layer_met2.png
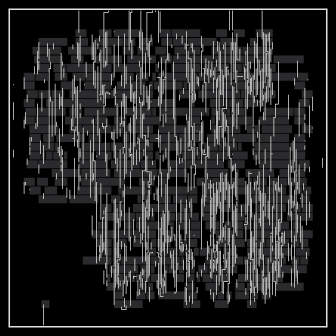
layer_met1.png
Scale bar: 20 um.
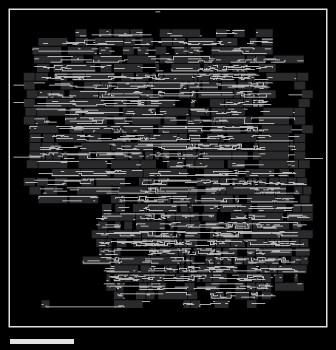
placement.png
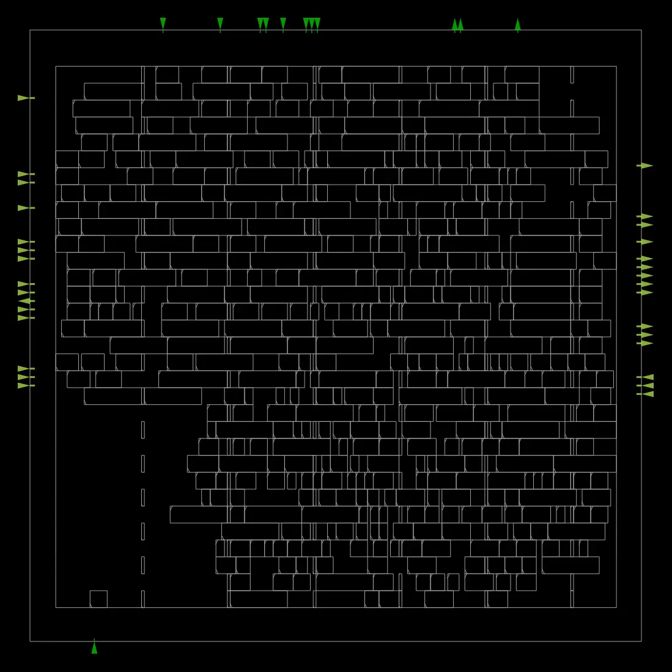
layer_met3.png
Scale bar: 20 um.
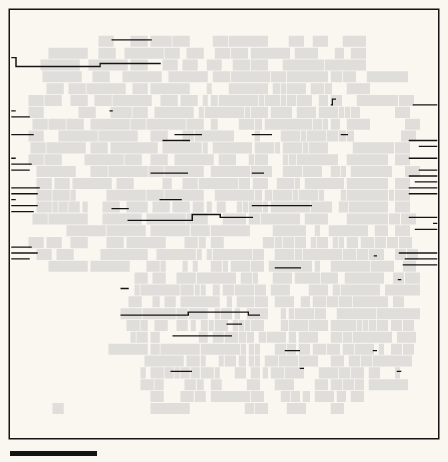
## src/rtl/sevenseg_scan_ctrl.sv

```systemverilog
// sevenseg_scan_ctrl
//
// Time-multiplexed scan controller for a 4-digit, active-low seven-segment
// display. Each digit slot is SlotLen cycles long. It starts with an all-off
// blank interval against ghosting, then a PWM-sized ON window, then OFF for
// the rest of the slot. Frames arrive over a valid/ready handshake into a
// shadow buffer. They are copied to the active buffer only at a frame
// boundary, so the display never tears.
//
// Ports
//   clk          in   single clock, rising edge
//   rst_n        in   asynchronous active-low reset
//   wr_valid     in   frame write request
//   wr_ready     out  shadow buffer empty, write can be accepted
//   wr_data      in   digit i = wr_data[5i+4:5i] = {dp_on, hex[3:0]}
//   brightness   in   duty level 0..7, sampled at the start of each slot
//   seg          out  active-low segments {g,f,e,d,c,b,a}
//   dp           out  active-low decimal point
//   an           out  active-low digit enables, an[i] drives digit i
//   frame_start  out  one-cycle pulse at the start of the digit-0 slot
//   cur_digit    out  index of the current slot
//
// All display outputs are registered. The value after edge k reflects the
// counter state of cycle k-1.

module sevenseg_scan_ctrl #(
  parameter int unsigned CLK_FREQ     = 100_000_000,
  parameter int unsigned REFRESH_HZ   = 1000,
  parameter int unsigned BLANK_CYCLES = 16
) (
  input  logic        clk,
  input  logic        rst_n,
  input  logic        wr_valid,
  output logic        wr_ready,
  input  logic [19:0] wr_data,
  input  logic [2:0]  brightness,
  output logic [6:0]  seg,
  output logic        dp,
  output logic [3:0]  an,
  output logic        frame_start,
  output logic [1:0]  cur_digit
);

  localparam int unsigned SlotLen = CLK_FREQ / (4 * REFRESH_HZ);
  localparam int unsigned Step    = (SlotLen - BLANK_CYCLES) / 8;
  localparam int unsigned CntW    = (SlotLen > 1) ? $clog2(SlotLen) : 1;
  localparam logic [CntW-1:0] CntLast = CntW'(SlotLen - 1);

  typedef enum logic [1:0] {
    StBlank,
    StOn,
    StOff
  } phase_e;

  // State registers
  logic [CntW-1:0] r_cnt;
  logic [1:0]      r_digit;
  logic [2:0]      r_bright;
  logic [19:0]     r_active;
  logic [19:0]     r_shadow;
  logic            r_full;

  // Output registers
  logic [6:0]      r_seg;
  logic            r_dp;
  logic [3:0]      r_an;
  logic            r_frame_start;
  logic [1:0]      r_cur_digit;

  // Next-state / decode wires
  logic [CntW-1:0] w_cnt_d;
  logic [1:0]      w_digit_d;
  logic [2:0]      w_bright;
  logic            w_slot_last;
  logic            w_swap;
  logic            w_accept;
  logic            w_full_d;
  logic [31:0]     w_cnt_ext;
  logic [31:0]     w_win;
  phase_e          w_phase;
  logic [4:0]      w_digit_data;
  logic [6:0]      w_seg_d;
  logic            w_dp_d;
  logic [3:0]      w_an_d;
  logic            w_frame_start_d;

  function automatic logic [6:0] hex_to_seg(input logic [3:0] hex);
    logic [6:0] s;
    case (hex)
      4'h0:    s = 7'b1000000;
      4'h1:    s = 7'b1111001;
      4'h2:    s = 7'b0100100;
      4'h3:    s = 7'b0110000;
      4'h4:    s = 7'b0011001;
      4'h5:    s = 7'b0010010;
      4'h6:    s = 7'b0000010;
      4'h7:    s = 7'b1111000;
      4'h8:    s = 7'b0000000;
      4'h9:    s = 7'b0010000;
      4'hA:    s = 7'b0001000;
      4'hB:    s = 7'b0000011;
      4'hC:    s = 7'b1000110;
      4'hD:    s = 7'b0100001;
      4'hE:    s = 7'b0000110;
      default: s = 7'b0001110;
    endcase
    return s;
  endfunction

  always_comb begin
    w_cnt_d         = r_cnt + CntW'(1);
    w_digit_d       = r_digit;
    w_bright        = r_bright;
    w_full_d        = r_full;
    w_phase         = StOff;
    w_digit_data    = 5'd0;
    w_seg_d         = 7'h7f;
    w_dp_d          = 1'b1;
    w_an_d          = 4'hf;
    w_frame_start_d = 1'b0;

    w_slot_last = (r_cnt == CntLast);
    if (w_slot_last) begin
      w_cnt_d   = '0;
      w_digit_d = r_digit + 2'd1;
    end

    // The slot's brightness is taken live in its first cycle and held after,
    // so the window is correct even when there is no blank interval.
    if (r_cnt == '0) begin
      w_bright = brightness;
    end

    // Swap needs a frame already waiting before this edge; an accept on the
    // same edge is impossible because wr_ready is low whenever full is set.
    w_swap   = w_slot_last && (r_digit == 2'd3) && r_full;
    w_accept = wr_valid && !r_full;
    if (w_swap) begin
      w_full_d = 1'b0;
    end else if (w_accept) begin
      w_full_d = 1'b1;
    end

    w_cnt_ext = 32'(r_cnt);
    w_win     = Step * (32'(w_bright) + 32'd1);
    if (w_cnt_ext < BLANK_CYCLES) begin
      w_phase = StBlank;
    end else if ((w_cnt_ext - BLANK_CYCLES) < w_win) begin
      w_phase = StOn;
    end else begin
      w_phase = StOff;
    end

    unique case (r_digit)
      2'd0: w_digit_data = r_active[4:0];
      2'd1: w_digit_data = r_active[9:5];
      2'd2: w_digit_data = r_active[14:10];
      2'd3: w_digit_data = r_active[19:15];
      default: w_digit_data = 5'd0;
    endcase

    if (w_phase == StOn) begin
      w_an_d  = ~(4'b0001 << r_digit);
      w_seg_d = hex_to_seg(w_digit_data[3:0]);
      w_dp_d  = ~w_digit_data[4];
    end

    w_frame_start_d = (r_cnt == '0) && (r_digit == 2'd0);
  end

  always_ff @(posedge clk or negedge rst_n) begin
    if (!rst_n) begin
      r_cnt    <= '0;
      r_digit  <= 2'd0;
      r_bright <= 3'd0;
      r_active <= 20'd0;
      r_shadow <= 20'd0;
      r_full   <= 1'b0;
    end else begin
      r_cnt    <= w_cnt_d;
      r_digit  <= w_digit_d;
      r_bright <= w_bright;
      r_full   <= w_full_d;
      if (w_swap) begin
        r_active <= r_shadow;
      end
      if (w_accept) begin
        r_shadow <= wr_data;
      end
    end
  end

  always_ff @(posedge clk or negedge rst_n) begin
    if (!rst_n) begin
      r_seg         <= 7'h7f;
      r_dp          <= 1'b1;
      r_an          <= 4'hf;
      r_frame_start <= 1'b0;
      r_cur_digit   <= 2'd0;
    end else begin
      r_seg         <= w_seg_d;
      r_dp          <= w_dp_d;
      r_an          <= w_an_d;
      r_frame_start <= w_frame_start_d;
      r_cur_digit   <= r_digit;
    end
  end

  assign wr_ready    = ~r_full;
  assign seg         = r_seg;
  assign dp          = r_dp;
  assign an          = r_an;
  assign frame_start = r_frame_start;
  assign cur_digit   = r_cur_digit;

endmodule

```

## config.mk

```make
export PLATFORM = sky130hd
export DESIGN_NAME = sevenseg_scan_ctrl
export DESIGN_NICKNAME = d
export VERILOG_FILES = /design/src/rtl/sevenseg_scan_ctrl.sv
export SDC_FILE = /design/constraint.sdc
export NUM_CORES = 1
export LEC_CHECK = 0
export CAP_MARGIN = 10
export CORE_MARGIN = 4
export CORE_UTILIZATION = 52
export CTS_CLUSTER_DIAMETER = 150
export DETAILED_ROUTE_END_ITERATION = 8
export PLACE_DENSITY = 0.77
export SETUP_SLACK_MARGIN = 0.05
export SLEW_MARGIN = 20
export SYNTH_ARGS = -nofsm -noshare
export SYNTH_HDL_FRONTEND = slang
export SYNTH_SLANG_ARGS = --single-unit
```

## constraint.sdc

```tcl
create_clock -name clk -period 4.7 [get_ports clk]
set_clock_uncertainty 0.1 [all_clocks]
set_input_delay 1.41 -clock clk [delete_from_list [all_inputs] [get_ports clk]]
set_output_delay 1.41 -clock clk [all_outputs]
set_load 0.005 [all_outputs]
```

==> Implementation_results.wiki <==
=== Physical design figures ===
{| class="wikitable"
! Metric !! Value
|-
| Maximum achievable frequency || 209 MHz
|-
| Required time of the critical path || 4.86 ns
|-
| HPWL reported at the end of detailed placement || 6330 um
|-
| Critical setup path kind || flip-flop to flip-flop
|-
| Number of antenna violations at the first check in global routing || 0
|-
| Top non-seq family || multiplexers
|-
| Number of buffer and inverter stages on the critical path || 5
|-
| Num tapcells || 102
|-
| Count of max-cap constraint violations || 0
|-
| Startpoint of the most critical register-to-register path || r_cnt[1]$_DFF_PN0_
|-
| Diode insertion count for antenna repair || 0
|-
| Max Buffers Root-to-Sink || 2
|-
| Total congestion overflow after global routing || 0
|-
| Final count of negative-setup-slack endpoints || 12
|-
| Fraction of met3 tracks used by global routing || 3.79%
|-
| Violations in the final reports || negative setup slack
|-
| Number of global-route vias before repair || 3160
|-
| CTS Root Cell || clkbuf_8
|-
| Total of hold buffers inserted after clock tree synthesis || 0
|-
| Routed wire length on met2 || 4320 um
|-
| GRT met1 Usage || 25.1%
|-
| Clock net sink count || 76
|-
| Cell type with the largest total area after synthesis || dfrtp_1
|-
| Synth mux share || 12.9%
|-
| Post-layout period usage of the worst path || 102%
|-
| Total standard cell area after synthesis || 0.00424 mm2
|-
| Ports placed on the boundary || 42
|-
| Syn Nets || 438
|-
| Worst hold slack || 0.344 ns
|-
| Logic cell area || 0.00233 mm2
|-
| Sum Neg Setup Slack || -0.545 ns
|-
| Flip-flops with a built-in enable || 0
|-
| Net switching component of the power || 0.000348 W
|-
| Insertion delay at the late pin of the worst-skew pair || 0.35 ns
|-
| Layout buffer count excluding clock buffers || 84
|-
| Share of synthesized area occupied by flip-flops and latches || 45.2%
|-
| Total number of warnings across the stage logs || 43
|-
| Minimum setup slack after placement || -0.729 ns
|-
| Result of the run || finished with violations
|-
| Synth Area in XOR/XNOR || 6.61%
|-
| H-tree level count || 3
|-
| Post-layout nets || 518
|-
| Commonest register cell after synthesis || dfrtp_1
|-
| Endpoint type of the worst setup path || flip-flop
|-
| Global-route wire length before repair || 14900 um
|-
| Final worst setup slack || -0.0733 ns
|-
| Basic-gate share of the synthesized area counting and, or, nand and nor cells || 10.9%
|-
| Area overhead of the layout relative to synthesis || 28.3%
|-
| Async SR Flop Fraction || 100%
|-
| Delay of the slowest cell on the worst path || 0.44 ns
|-
| Drt first pass iters || 5
|-
| Final non-filler cell area || 0.00544 mm2
|-
| Worst min-delay path endpoint || cur_digit[1]$_DFF_PN0_
|-
| Cell area after placement || 0.00504 mm2
|-
| Share of power burned in the clock network || 41.6%
|-
| Total cells reported by yosys after synthesis || 372
|-
| Endpoints failing hold || 0
|-
| Post-synthesis chip area from yosys || 0.00424 mm2
|-
| FF+latch count, synth || 76
|-
| Switching Share || 23.6%
|-
| Placed Cells incl. Taps || 536
|-
| Time the final worst path needs with I/O delays and setup || 4.77 ns
|-
| All-layer global routing usage || 19.2%
|-
| Total leakage power || 2.57 nW
|-
| Layout non-clock buf frac || 13.5%
|-
| RD Place Congestion || 0.847
|-
| Number of cells on the critical path || 23
|-
| Leading cell category by total area || multi-input combinational cells
|-
| Number of buffers added on ports || 41
|-
| Setup crit start || r_cnt[1]$_DFF_PN0_
|-
| DRT antenna net count || 0
|-
| Post-detailed-route via-to-cell ratio || 5.38
|-
| Share of synthesized cell area in and-or and or-and compound cells || 8.79%
|-
| Ratio of cells with drive above 1 in the final layout || 30.2%
|-
| Number of rows in the core area || 32
|-
| FF-to-FF path depth || 23
|-
| Maximum fanout encountered on the critical timing path || 6
|-
| Clk slew on worst S/H paths || 0.08 ns
|-
| Critical Path Sink || seg[5]$_DFF_PN1_
|-
| Highest metal layer with signal wires || met4
|-
| Final Power || 0.00147 W
|-
| Top cells by area || dfrtp_1 38%, ha_1 12%, mux2_2 11%
|-
| Worst slew pin tran || 0.999 ns
|-
| DRC violations left || 0
|-
| Share of Yosys cell area claimed by the top area cell type || 37.8%
|-
| Number of distinct library cells after synthesis || 46
|-
| Sequential cell area in the final layout || 0.00192 mm2
|-
| Worst vdd ir || 179 uV
|-
| Cell Pwr Density || 271 mW/mm2
|-
| Gate Count Post-Synth || 372
|-
| Final-layout clock buffer total || 9
|-
| Iteration-0 DRC Markers || 195
|-
| Number of cells on the worst hold path || 0
|-
| Core Density at Floorplan || 54.0%
|-
| Largest net degree at the start of global routing || 77
|-
| Worst setup slack for register-to-register paths || -0.07 ns
|-
| Worst r2r dst || seg[5]$_DFF_PN1_
|-
| Non-CTS inverters || 23
|-
| Cell chain of the critical path || inv_1, ha_2, nor4bb_4, and4_1, buf_6, mux2i_4, inv_2, ha_4, xor2_4, ha_4, inv_2, ha_4, ha_4, a41oi_2, xnor2_1, ha_1, a21o_1, a21o_1, a21oi_4, a211oi_2, a2111oi_4, buf_6, o221ai_2
|-
| Type of the worst min-delay path || flip-flop to flip-flop
|-
| Num sequential || 76
|-
| Total number of yosys warnings || 0
|-
| Crit path arrival time || 4.93 ns
|-
| Setup repair after global routing missed its margin || true
|-
| Logic share of the area || 42.8%
|-
| Cell with the biggest individual delay on the critical path || a2111oi_4
|-
| TritonCTS clock tree || built
|-
| Number of multi-input combinational cells in the layout || 258
|-
| Origin of the worst min-delay path || r_digit[1]$_DFFE_PN0N_
|-
| Most Used Layer, Global Route || met2
|-
| Cell internal pwr || 0.00113 W
|-
| Relative contribution of sequential cells to total power || 46.7%
|-
| Crit-path most repeated cell || ha_4
|-
| Clock distribution area overhead in the final layout || 4.51%
|-
| Final routed wire length divided by cell count || 15.8 um
|-
| Startpoint class of the critical path || flip-flop
|-
| Die ar. || 0.00967 mm2
|-
| Slew headroom || 33.4%
|-
| Inserted Clock Buffers || 9
|-
| Horizontal die dimension || 98.3 um
|-
| Average footprint of a synthesized cell || 11.4 um2
|-
| Relative contribution of combinational cells to total power || 11.7%
|-
| Detail Route met3 WL || 336 um
|-
| Final Max Tran Viols || 0
|-
| CP top delay family || adder cells
|-
| Die H || 98.3 um
|-
| Met1 routed wirelength after detailed routing || 3980 um
|-
| Post-synthesis share of cell area spent on full adders, half adders and majority gates || 11.8%
|}
About layer_met2.png:
nets with wire on the layer: 440
wire length on this layer: 4320 um
longest straight run: 48.5 um
main direction: vertical
Global Route met2 Usage: 31.9%
total routed wirelength: 8810 um
total vias in the final route: 3006

About layer_met1.png:
share of all routed wire: 45%
wire length on this layer: 3980 um
nets with wire on the layer: 458
main direction: horizontal
longest straight run: 29.4 um

About placement.png:
final instance count without filler cells: 559
Core Util, Final: 69.3%
sequential portion of the cell area: 35.2%
core box area: 0.00785 mm2
number of inserted filler cells in the final layout: 551

About layer_met3.png:
share of all routed wire: 3.8%
nets with wire on the layer: 43
wire length on this layer: 336 um
longest straight run: 19.3 um
main direction: horizontal

[power by group through the flow]
| stage | sequential [W] | combinational [W] | clock [W] |
|---|---|---|---|
| after floorplan | 0.000696 | 0.0000920 | 0 |
| after global placement | 0.000699 | 0.000150 | 0 |
| after detailed placement | 0.000701 | 0.000157 | 0 |
| after CTS | 0.000688 | 0.000166 | 0.000626 |
| after global routing | 0.000691 | 0.000191 | 0.000659 |
| final | 0.000688 | 0.000173 | 0.000613 |
[flip-flops by register name, summed over array words and instances, names as in the netlist]
signal	count
r_bright	3
cur_digit	2
dp	1
seg	7
r_cnt	15
r_digit	2
r_full	1
an	4
r_shadow	20
r_active	20
frame_start	1
[synth_stat cells, types with 3 or more instances]
library cell and count:
xor2_1 15, nand4_1 6, and2_1 3, clkbuf_1 6, o21ai_0 10, nor2b_1 6, o221ai_1 4, a222oi_1 4
mux2_2 40, nand2_1 28, nand2b_1 3, buf_2 6, dfstp_2 12, nand3_1 7, a21o_1 5, and3_1 4
a21oi_1 7, inv_1 23, a211oi_1 3, ha_1 40, nor2_1 21, mux2i_1 8, dfrtp_1 64, xnor2_1 17
[layout by cell type, fill, tap and decap left out, drive strengths merged, types with 15 or more instances in the layout]
| master | instances |
|---|---|
| xor2 | 15 |
| nand2 | 28 |
| clkdlybuf4s50 | 37 |
| dfrtp | 64 |
| ha | 40 |
| inv | 25 |
| xnor2 | 17 |
| nor2 | 21 |
| mux2 | 41 |
| buf | 44 |
[what timing repair did]
item,4_1_cts,5_1_grt
gates cloned,1,0
resized,17,6
endpoints found under the setup margin,12,12
buffers inserted,4,2
pin swaps,8,5
Power figures rest on the tool's default switching activity, not on a simulated workload.
